File: config.mk
export PLATFORM = sky130hd
export DESIGN_NAME = mem_lane_steer
export DESIGN_NICKNAME = d
export VERILOG_FILES = /design/src/rtl/mem_lane_steer.sv
export SDC_FILE = /design/constraint.sdc
export NUM_CORES = 1
export LEC_CHECK = 0
export CORE_MARGIN = 1.5
export CORE_UTILIZATION = 50
export DETAILED_ROUTE_END_ITERATION = 6
export PLACE_DENSITY_LB_ADDON = 0.2
export SLEW_MARGIN = 10
export SYNTH_ARGS = -nofsm -noshare
export SYNTH_HDL_FRONTEND = slang
export SYNTH_SLANG_ARGS = --single-unit
File: constraint.sdc
create_clock -name clk -period 2.3 [get_ports clk]
set_input_delay 0.46 -clock clk [delete_from_list [all_inputs] [get_ports clk]]
set_output_delay 0.46 -clock clk [all_outputs]
set_load 0.02 [all_outputs]
File: src/rtl/mem_lane_steer.sv
// mem_lane_steer
//   Registered issue-bundle steerer between decode and the execution threads.
//   Every load/store in a LANES-wide bundle is routed to the single
//   memory-capable output lane MEM_LANE. If a bundle holds several memory ops,
//   it is split over several output cycles, with one memory op per cycle. The
//   cycles after the first are residual cycles that carry only the memory op.
//
//   Lane layout (INS_W bits): {vld, des, s1, s2, op, ime, branch}, vld is the MSB.
//
//   Ports
//     clk        rising-edge clock
//     rst_n      asynchronous active-low reset
//     flush      synchronous flush of the held output and pending residuals
//     in_valid   input bundle valid
//     in_ready   input bundle accepted when in_valid & in_ready
//     in_ins     input bundle, lane k at [k*INS_W +: INS_W]
//     in_mem     per-lane load/store flag (ignored on lanes with vld=0)
//     out_valid  output bundle valid
//     out_ready  downstream accepts when out_valid & out_ready
//     out_ins    steered bundle, same layout as in_ins
//     out_split  1 = current output is a residual (memory-op-only) cycle
//     split_cnt  (STEER_STATS_EN only) saturating count of accepted bundles
//                holding more than one memory op
//
//   Configuration macro: STEER_STATS_EN adds the split_cnt port and counter.
module mem_lane_steer #(
    parameter int LANES    = 4,
    parameter int MEM_LANE = 3,
    parameter int DES_W    = 5,
    parameter int SRC_W    = 5,
    parameter int OP_W     = 6,
    parameter int IME_W    = 16,
    localparam int INS_W   = 1 + DES_W + 2*SRC_W + OP_W + IME_W + 1
) (
    input  logic                   clk,
    input  logic                   rst_n,
    input  logic                   flush,
    input  logic                   in_valid,
    output logic                   in_ready,
    input  logic [LANES*INS_W-1:0] in_ins,
    input  logic [LANES-1:0]       in_mem,
    output logic                   out_valid,
    input  logic                   out_ready,
    output logic [LANES*INS_W-1:0] out_ins,
    output logic                   out_split
`ifdef STEER_STATS_EN
    ,
    output logic [15:0]            split_cnt
`endif
);

    localparam int unsigned MEM_LANE_U = MEM_LANE;
    localparam int unsigned LANES_U    = LANES;

    typedef enum logic [1:0] {
        EMPTY,
        HOLD,
        SPLIT
    } state_t;

    state_t                 state;
    state_t                 state_nxt;
    logic [LANES-1:0]       pending;
    logic [LANES*INS_W-1:0] held;

    logic [LANES-1:0]       mem_vec;
    logic [LANES-1:0]       first_oh;
    logic                   multi;
    logic [INS_W-1:0]       mem_lane_ins;
    logic [LANES*INS_W-1:0] first_ins;
    logic [LANES-1:0]       next_oh;
    logic [LANES-1:0]       rest;
    logic [LANES*INS_W-1:0] res_ins;
    logic                   accept;
    logic                   out_hs;

    // Isolates the lowest set bit of a lane mask.
    function automatic logic [LANES-1:0] lowest_bit(input logic [LANES-1:0] m);
        return m & (~m + LANES'(1));
    endfunction

    // Selects the lane addressed by a one-hot mask (all zero if none is set).
    function automatic logic [INS_W-1:0] pick(input logic [LANES*INS_W-1:0] b,
                                              input logic [LANES-1:0]       oh);
        logic [INS_W-1:0] r;
        r = '0;
        for (int unsigned k = 0; k < LANES_U; k++) begin
            if (oh[k]) begin
                r = r | b[k*INS_W +: INS_W];
            end
        end
        return r;
    endfunction

    // First output of an incoming bundle.
    always_comb begin
        mem_vec = '0;
        for (int unsigned k = 0; k < LANES_U; k++) begin
            mem_vec[k] = in_mem[k] & in_ins[k*INS_W + INS_W - 1];
        end
        first_oh     = lowest_bit(mem_vec);
        multi        = |(mem_vec & ~first_oh);
        mem_lane_ins = in_ins[MEM_LANE*INS_W +: INS_W];
        first_ins    = in_ins;
        if (|mem_vec) begin
            for (int unsigned k = 0; k < LANES_U; k++) begin
                if (k == MEM_LANE_U) begin
                    first_ins[k*INS_W +: INS_W] = pick(in_ins, first_oh);
                end else if (first_oh[k] && !mem_vec[MEM_LANE]) begin
                    // A non-memory instruction displaced from MEM_LANE takes
                    // the slot freed by the issued memory op.
                    first_ins[k*INS_W +: INS_W] = mem_lane_ins;
                end else if (mem_vec[k]) begin
                    // Deferred memory op: emit an empty lane for now.
                    first_ins[k*INS_W +: INS_W] = '0;
                end
            end
        end
    end

    // Residual output: the next pending memory op alone on MEM_LANE.
    always_comb begin
        next_oh = lowest_bit(pending);
        rest    = pending & ~next_oh;
        res_ins = '0;
        res_ins[MEM_LANE*INS_W +: INS_W] = pick(held, next_oh);
    end

    // Next-state and handshake outputs.
    always_comb begin
        out_valid = (state != EMPTY);
        in_ready  = !flush && (state != SPLIT) && (!out_valid || out_ready);
        accept    = in_valid && in_ready;
        out_hs    = out_valid && out_ready;
        state_nxt = state;
        if (flush) begin
            state_nxt = EMPTY;
        end else begin
            case (state)
                EMPTY: begin
                    if (accept) begin
                        state_nxt = multi ? SPLIT : HOLD;
                    end
                end
                HOLD: begin
                    if (accept) begin
                        state_nxt = multi ? SPLIT : HOLD;
                    end else if (out_hs) begin
                        state_nxt = EMPTY;
                    end
                end
                SPLIT: begin
                    if (out_hs) begin
                        state_nxt = (|rest) ? SPLIT : HOLD;
                    end
                end
                default: state_nxt = EMPTY;
            endcase
        end
    end

    always_ff @(posedge clk or negedge rst_n) begin
        if (!rst_n) begin
            state <= EMPTY;
        end else begin
            state <= state_nxt;
        end
    end

    always_ff @(posedge clk or negedge rst_n) begin
        if (!rst_n) begin
            out_ins   <= '0;
            out_split <= 1'b0;
            pending   <= '0;
            held      <= '0;
        end else if (flush) begin
            out_split <= 1'b0;
            pending   <= '0;
        end else if (accept) begin
            out_ins   <= first_ins;
            out_split <= 1'b0;
            pending   <= mem_vec & ~first_oh;
            held      <= in_ins;
        end else if (state == SPLIT && out_hs) begin
            out_ins   <= res_ins;
            out_split <= 1'b1;
            pending   <= rest;
        end
    end

`ifdef STEER_STATS_EN
    always_ff @(posedge clk or negedge rst_n) begin
        if (!rst_n) begin
            split_cnt <= '0;
        end else if (accept && multi && split_cnt != '1) begin
            split_cnt <= split_cnt + 16'd1;
        end
    end
`endif

endmodule

==> metrics.csv <==
stage,metric,value,unit
power,power.share.switching,0.307,
floorplan,io_pins,324,
floorplan,die_w,168,microns
placement,dpl.cell_count,2154,
cts,cts_root_buffer,clkbuf_16,
worst_hold_path,min-delay-path-class,input pin to asynchronous set/reset pin,
worst_setup_path,critPathKind,flop to output port,
route,vias_per_cell,6.12,
worst_setup_path,crit_path_max_fanout,7,
cts,cts.path.max_buffers,3,
logic_synthesis,synth_area_per_cell,8.73,sq um
route,detail-route-antenna-nets,0,
finish,nFillCells,2153,
sta,relSlewSlack,0.632,
global_route,grt_pass1_vias,13548,
status,status,completed,
power,p_int,10.7,mW
flow_run,warning_count,26,
sta,tns,0,ps
sta,finalCriticalPeriod,2090,ps
logic_synthesis,syn-instance-count,1562,
cts,cts-buffers-inserted,30,
finish,instances_no_fill,2210,
sta,max_freq,479,MHz
metal layers:
metal | share of wire | vias to the layer above | wire length, microns
met1 | 0.41 | 6645 | 18800
met4 | 0.031 | 2 | 1420
met5 | 0.00024 | - | 11
met2 | 0.47 | 693 | 21600
li1 | - | 6075 | -
met3 | 0.084 | 118 | 3840
cells in the mapped netlist, drive strengths merged:
library cell / count / area (sq um)
o22ai: 2 / 12.5
a32oi: 1 / 8.76
o32ai: 1 / 8.76
a211oi: 1 / 7.51
and2: 4 / 25.0
o21a: 3 / 22.5
nor2: 7 / 26.3
a22oi: 151 / 1130
a21oi: 80 / 400
o211ai: 1 / 7.51
nor4: 1 / 12.5
nand4bb: 1 / 11.3
o21ai: 118 / 594
a221o: 1 / 10.0
a31oi: 38 / 238
maj3: 1 / 10.0
a22o: 1 / 8.76
nand4: 37 / 231
a222oi: 1 / 10.0
nor2b: 2 / 12.5
o221ai: 2 / 17.5
a21o: 37 / 278
nor3: 2 / 10.0
a221oi: 38 / 333
a2bb2oi: 1 / 8.76
mux2: 1 / 11.3
inv: 5 / 18.8
o31ai: 2 / 15.0
o2111a: 1 / 11.3
nand2b: 38 / 238
nand2: 511 / 1920
dfrtp: 279 / 6980
nand3: 2 / 10.0
nand3b: 39 / 293
clkbuf: 93 / 350
a211o: 1 / 8.76
buf: 54 / 302
a32o: 4 / 40.0
flip-flops by register name (all words and copies together) (netlist names):
signal and flops:
out_ins 156, held 117, pending 3, state 2, out_split 1
path summary, 6_finish.rpt:
kind / from / end / slack [ps] / cells after the start
setup / recovery: state[1] / in_ready / 210 / 4
hold / removal: rst_n / out_ins[1] / 380 / 2
setup reg to reg: state[1] / out_ins[49] / 550 / 6
hold reg to reg: held[73] / held[73] / 460 / 2
max in group asynchronous: rst_n / held[105] / 1130 / 4
min in group clk: held[73] / held[73] / 460 / 2
worst max-delay path: stages (launching register included):
cell,delay (ps)
dfrtp_2,470
nor2_1,170
buf_4,170
o21a_1,130
buf_4,150
cells by family (layout without fill, tap and decap cells):
logic type | count (synthesis) | count (layout) | synth area share
compound gates | 485 | 485 | 0.233
fa+ha+maj | 1 | 1 | 0.000734
buf+inv | 152 | 457 | 0.0492
flops | 279 | 279 | 0.512
mux | 1 | 1 | 0.000826
other cells | 0 | 2 | 0
simple gates | 644 | 644 | 0.204
layout make-up:
class	instances	area share
Antenna cell	2	0.000268
Multi-Input combinational cell	1131	0.325
Tap cell	341	0.0228
Timing Repair Buffer	399	0.223
Clock inverter	13	0.00763
Inverter	5	0.00100
Clock buffer	40	0.0465
Sequential cell	279	0.374
power by group through the flow:
stage / clock network (mW) / logic (mW) / registers [mW]
6_report: 4.96 / 4.13 / 6.36
3_5_place_dp: 0 / 4.11 / 6.43
5_1_grt: 5.23 / 4.45 / 6.46
2_1_floorplan: 0 / 1.39 / 6.94
4_1_cts: 5.02 / 4.14 / 6.36
3_3_place_gp: 0 / 4.03 / 6.39
timing repair:
action,in CTS,in global routing
hold buffers,1,0
gates cloned,0,0
endpoints found under the hold margin,32,0
resized,1,1
endpoints found under the setup margin,1,1
setup buffers,0,0
### Track usage over the die

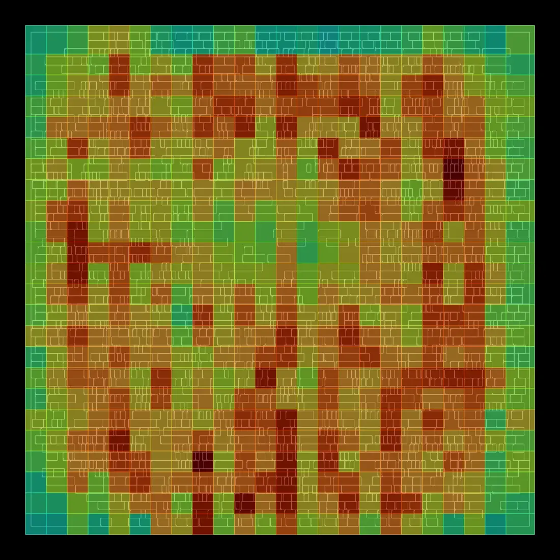
met1 Use GR: 0.436
Routed wire per std cell: 20.7 microns
Final Util: 0.696
gr usage total: 0.323

### Placement density heat map

The die is cut into 17 by 17 equal tiles; white is low, dark blue is high, 0 to 100% covered.
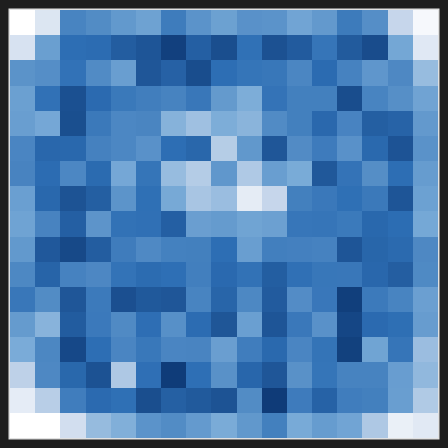
mean over tiles	65%
fullest tile	96%
tiles over 75% full	28%
nearly empty tiles	1.0%
core box area: 26900 sq um
fp util: 0.507

### Cells coloured by class

Scale bar: 50 microns. Fill, decap, tap and diode cells in grey.
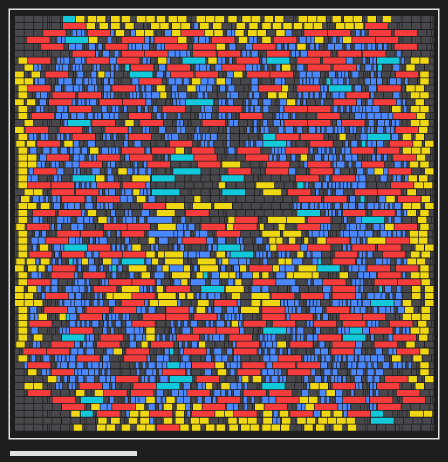
class	colour	cells
combinational and other logic	blue	1136
clock drivers and dummy loads	cyan	53
sequential cells	red	279
remaining buffers and delay cells	yellow	399
post-route cell area: 18700 sq um
flop share of the area: 0.374
Site Rows: 60

### Signal wires on met4

Scale bar: 50 microns. Supply wires on this layer in grey.
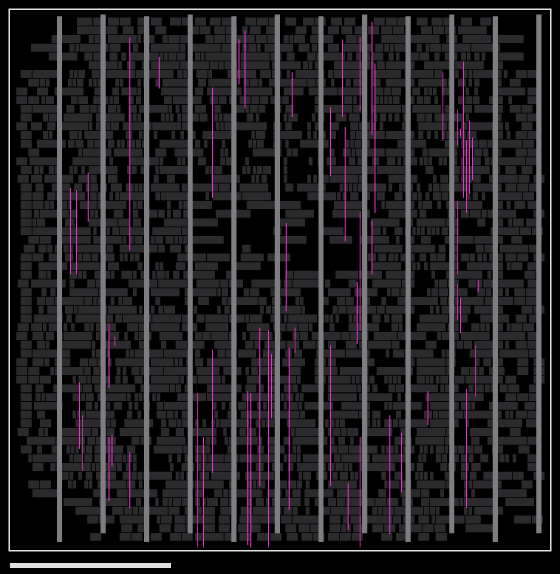
main direction	vertical
nets with wire on the layer	39

Power figures rest on the tool's default switching activity, not on a simulated workload.
